===== src/rtl/port_in_arbiter_pkg.sv =====
// rtl/port_in_arbiter_pkg.sv - shared state encoding, source indices and counter width
package port_in_arbiter_pkg;

    typedef enum logic [1:0] {
        ST_IDLE      = 2'd0,
        ST_WAIT_ACK  = 2'd1,
        ST_WAIT_READ = 2'd2
    } arb_state_e;

    localparam logic [1:0] SRC_DATA  = 2'd0;
    localparam logic [1:0] SRC_BYTE0 = 2'd1;
    localparam logic [1:0] SRC_BYTE1 = 2'd2;
    localparam logic [1:0] SRC_BCD   = 2'd3;

    localparam int TMO_CNT_W = 8;

endpackage


===== src/rtl/port_in_rr_picker.sv =====
// rtl/port_in_rr_picker.sv - combinational round-robin pick starting after the last served source
module port_in_rr_picker
    import port_in_arbiter_pkg::*;
(
    input  logic [3:0] pending_i,
    input  logic [1:0] last_i,
    output logic [1:0] winner_o,
    output logic       valid_o
);

    logic [1:0] cand;

    // Walk from farthest to nearest so the source right after last_i wins.
    always_comb begin
        winner_o = last_i;
        valid_o  = 1'b0;
        cand     = last_i;
        for (int k = 4; k >= 1; k--) begin
            cand = last_i + 2'(k);
            if (pending_i[cand]) begin
                winner_o = cand;
                valid_o  = 1'b1;
            end
        end
    end

endmodule


===== src/rtl/port_in_arbiter.sv =====
// rtl/port_in_arbiter.sv - input-port interrupt arbiter with overrun and timeout tracking
module port_in_arbiter
    import port_in_arbiter_pkg::*;
#(
    parameter int TIMEOUT = 255
) (
    input  logic       CLK,
    input  logic       RST,
    input  logic [3:0] REQ,
    input  logic       INT_ACK,
    input  logic       READ_STROBE,
    input  logic       CLR_ERR,
    output logic [1:0] SEL,
    output logic       INT,
    output logic [3:0] PENDING,
    output logic [3:0] OVERRUN,
    output logic       TIMEOUT_ERR
);

    localparam logic [TMO_CNT_W-1:0] TMO_LAST = TMO_CNT_W'(TIMEOUT - 1);

    arb_state_e           state_q;
    logic [1:0]           sel_q;
    logic [1:0]           last_q;
    logic [TMO_CNT_W-1:0] cnt_q;
    logic                 int_q;
    logic [3:0]           pending_q, pending_d;
    logic [3:0]           overrun_q, overrun_d;
    logic                 terr_q, terr_d;

    logic [1:0]           winner;
    logic                 winner_valid;
    logic                 done;
    logic                 tmo_hit;
    logic [3:0]           clr_vec;

    port_in_rr_picker u_picker (
        .pending_i (pending_q),
        .last_i    (last_q),
        .winner_o  (winner),
        .valid_o   (winner_valid)
    );

    // Completion beats a timeout landing on the same edge.
    always_comb begin
        done      = (state_q == ST_WAIT_READ) && READ_STROBE;
        tmo_hit   = (state_q != ST_IDLE) && (cnt_q == TMO_LAST) && !done;
        clr_vec   = done ? (4'b0001 << sel_q) : 4'b0000;
        pending_d = (pending_q & ~clr_vec) | REQ;
        overrun_d = (CLR_ERR ? 4'b0000 : overrun_q) | (REQ & pending_q & ~clr_vec);
        terr_d    = (terr_q & ~CLR_ERR) | tmo_hit;
    end

    always_ff @(posedge CLK or posedge RST) begin
        if (RST) begin
            state_q   <= ST_IDLE;
            sel_q     <= SRC_DATA;
            last_q    <= SRC_BCD;
            cnt_q     <= '0;
            int_q     <= 1'b0;
            pending_q <= 4'b0000;
            overrun_q <= 4'b0000;
            terr_q    <= 1'b0;
        end else begin
            pending_q <= pending_d;
            overrun_q <= overrun_d;
            terr_q    <= terr_d;
            case (state_q)
                ST_IDLE: begin
                    if (winner_valid) begin
                        sel_q   <= winner;
                        cnt_q   <= '0;
                        int_q   <= 1'b1;
                        state_q <= ST_WAIT_ACK;
                    end
                end
                ST_WAIT_ACK: begin
                    if (tmo_hit) begin
                        last_q  <= sel_q;
                        int_q   <= 1'b0;
                        state_q <= ST_IDLE;
                    end else begin
                        cnt_q <= cnt_q + 1'b1;
                        if (INT_ACK) begin
                            int_q   <= 1'b0;
                            state_q <= ST_WAIT_READ;
                        end
                    end
                end
                ST_WAIT_READ: begin
                    if (done || tmo_hit) begin
                        last_q  <= sel_q;
                        state_q <= ST_IDLE;
                    end else begin
                        cnt_q <= cnt_q + 1'b1;
                    end
                end
                default: begin
                    int_q   <= 1'b0;
                    state_q <= ST_IDLE;
                end
            endcase
        end
    end

    assign SEL         = sel_q;
    assign INT         = int_q;
    assign PENDING     = pending_q;
    assign OVERRUN     = overrun_q;
    assign TIMEOUT_ERR = terr_q;

endmodule


===== config.mk =====
export PLATFORM = sky130hd
export DESIGN_NAME = port_in_arbiter
export DESIGN_NICKNAME = d
export VERILOG_FILES = /design/src/rtl/port_in_arbiter_pkg.sv /design/src/rtl/port_in_rr_picker.sv /design/src/rtl/port_in_arbiter.sv
export SDC_FILE = /design/constraint.sdc
export NUM_CORES = 1
export LEC_CHECK = 0
export CORE_ASPECT_RATIO = 0.5
export CORE_MARGIN = 4
export CORE_UTILIZATION = 47
export CTS_CLUSTER_SIZE = 14
export DETAILED_ROUTE_END_ITERATION = 16
export PLACE_DENSITY_LB_ADDON = 0.08
export RECOVER_POWER = 50
export SYNTH_ARGS = -nofsm -noshare
export SYNTH_HDL_FRONTEND = slang
export SYNTH_SLANG_ARGS = --single-unit

===== constraint.sdc =====
create_clock -name CLK -period 2.3 [get_ports CLK]
set_input_delay 0.46 -clock CLK [delete_from_list [all_inputs] [get_ports CLK]]
set_output_delay 0.46 -clock CLK [all_outputs]
set_load 0.01 [all_outputs]

Cell classes on the final placement:
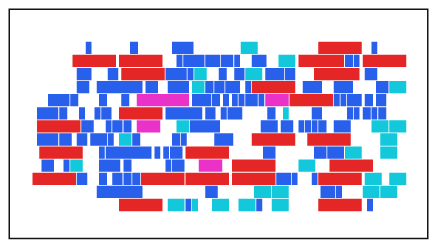
Key: other buffers and delay cells = cyan [cells 27, share of their area 14%]; clock drivers and dummy loads = magenta [cells 4, share of their area 4.1%]; flops = red [cells 24, share of their area 35%]; combinational and other logic = blue [cells 114, share of their area 47%]

Routed clock nets over the placement:
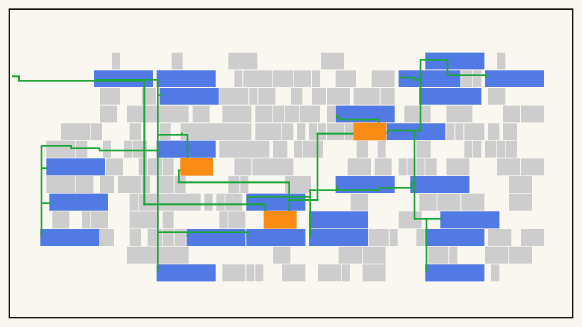
Key: clock wires = green [length 313 µm]; flip-flops = blue [count 24]; clock drivers = orange [count 3]
There are 4 routed clock nets.

==> Changelog: implementation <==
## Flow update

- Status: finished, final reports clean
- Final setup viols: 0
- Die width: 86.6 µm
- CP peak stage delay: roughly 420 ps
- Hold Worst Slack: 487 ps
- Most frequent logic cells in the routed design: dfrtp_1, clkdlybuf4s50_1, nand2_1
- Seq area share: between 30% and 40%
- Fraction of layout cells with a size suffix above 1: 14.8%
- Fin area: 1780 µm²
- Pwr per Cell Area: between 1000 and 1500 nW/µm²
- RePlAce Congestion: 0.800
- Mapped Avg Cell Area: 10.2 µm²
- Tapcell Cnt: 37
- Grt met3 use: 5.25%
- Slew headroom: 12.8%
- CP required: 2480 ps
- Met2 WL: 1320 µm
- Vias post-DR: 1163
- Dominant logic cell type in the layout: dfrtp_1
- Quantity of I/O buffers inserted on ports: 20
- Cell count after placement: 202
- Crit end category: flop
- First-pass GRT wire length: 5080 µm
- Sw Pwr: 722 µW
- DPL Wire Length: 2210 µm
- Worst-Margin Slew: 1310 ps
- DR top layer: met4
- Clk. pwr: 369 µW
- Remaining antenna violation count: 0
- Hold crit path type: reg -> reg
- Vias in the first global route: 1104
- P_leak: 0.000743 µW
- Hold buffer count at CTS: 0
- CLK BUF: 3
- P_comb: a little under 900 µW
- Routed wire per std cell: 14.2 µm
- Synth Seq Share: a little over 40%
- Gr busiest metal: met2
- Antenna violations before repair: 0
- Root buf cell: clkbuf_8
- Non-clk invs: 13
- VDD IR max: 0.630 mV
- CTS tree: done
- Antenna cells: 0
- Post-Route M1 WL: about 1400 µm
- Synthesized cell area: 1450 µm²
- Total gr overflow: 0
- Clk_skew: 1.00 ps
- Clk pwr share: 19.5%
- Gate power share: 45.9%
- 1st-pass router iterations: 4
- Sw Ratio: between 30% and 40%
- Mapped Cells: around 140
- Cycle use final: 92.0%
- Final core utilization: roughly 64%
- Std-Cell Rows: 13
- Yosys Warn Count: 0
- Crit-path cells: inv_1 -> ha_1 -> and2_4 -> a211o_4 -> or2_1 -> o311ai_4
- Seq power: 654 µW
- Setup ws final: 184 ps
- Core Util at FP: 52.5%
- Clk buf depth: 2
- Layout non-clock buf frac: about 14%
[critical path, delay by kind of cell (launching register included)]
| kind | cells | cell delay (ps) |
|---|---|---|
| AND-OR/OR-AND | 2 | 650 |
| AND/OR/NAND/NOR | 2 | 620 |
| flip-flops | 1 | 420 |
| adder cells (fa/ha/maj) | 1 | 260 |
| buffers and inverters | 1 | 80 |
[synth_stat cells, drive strengths merged]
master   count
a31oi        1
or3          3
a2bb2oi      1
or2          1
a21o         4
nand2b       3
inv         13
o21ai       10
a211o        1
dfrtp       22
nor2b        1
o21a         2
ha           6
mux2i        1
a21oi        2
o31ai        5
a211oi       1
a32o         2
nand3        7
mux2         4
nand2       18
nor2         5
or4          1
nor3         3
o211ai       2
o2bb2ai      2
dfstp        2
o221ai       2
buf          2
nor4         4
clkbuf       2
nand3b       2
and2         2
o311ai       3
a221oi       1
a311oi       1
[worst paths after layout]
kind                          endpoint  slack [ps]  cells past startpoint
setup reg to reg              cnt_q[4]         180                      6
hold reg to reg            TIMEOUT_ERR         490                      1
min in group asynchronous   state_q[0]        1050                      3
max in group asynchronous   OVERRUN[1]         480                      3
setup / recovery              cnt_q[4]         180                      6
hold / removal             TIMEOUT_ERR         490                      1
[registers in the layout, indices dropped and copies added (netlist names)]
register / count
state_q: 2
SEL: 2
TIMEOUT_ERR: 1
PENDING: 4
OVERRUN: 4
cnt_q: 8
INT: 1
last_q: 2
[cells by family (layout without fill, tap and decap cells)]
group                    after synthesis  after routing  synth area share (%)
buffers and inverters                 17             44                  5.43
flip-flops                            24             24                  41.6
adder cells (fa/ha/maj)                6              6                  5.17
AND/OR/NAND/NOR                       50             50                  19.3
multiplexers                           5              5                  3.79
AND-OR/OR-AND                         40             40                  24.7
Power figures rest on the tool's default switching activity, not on a simulated workload.
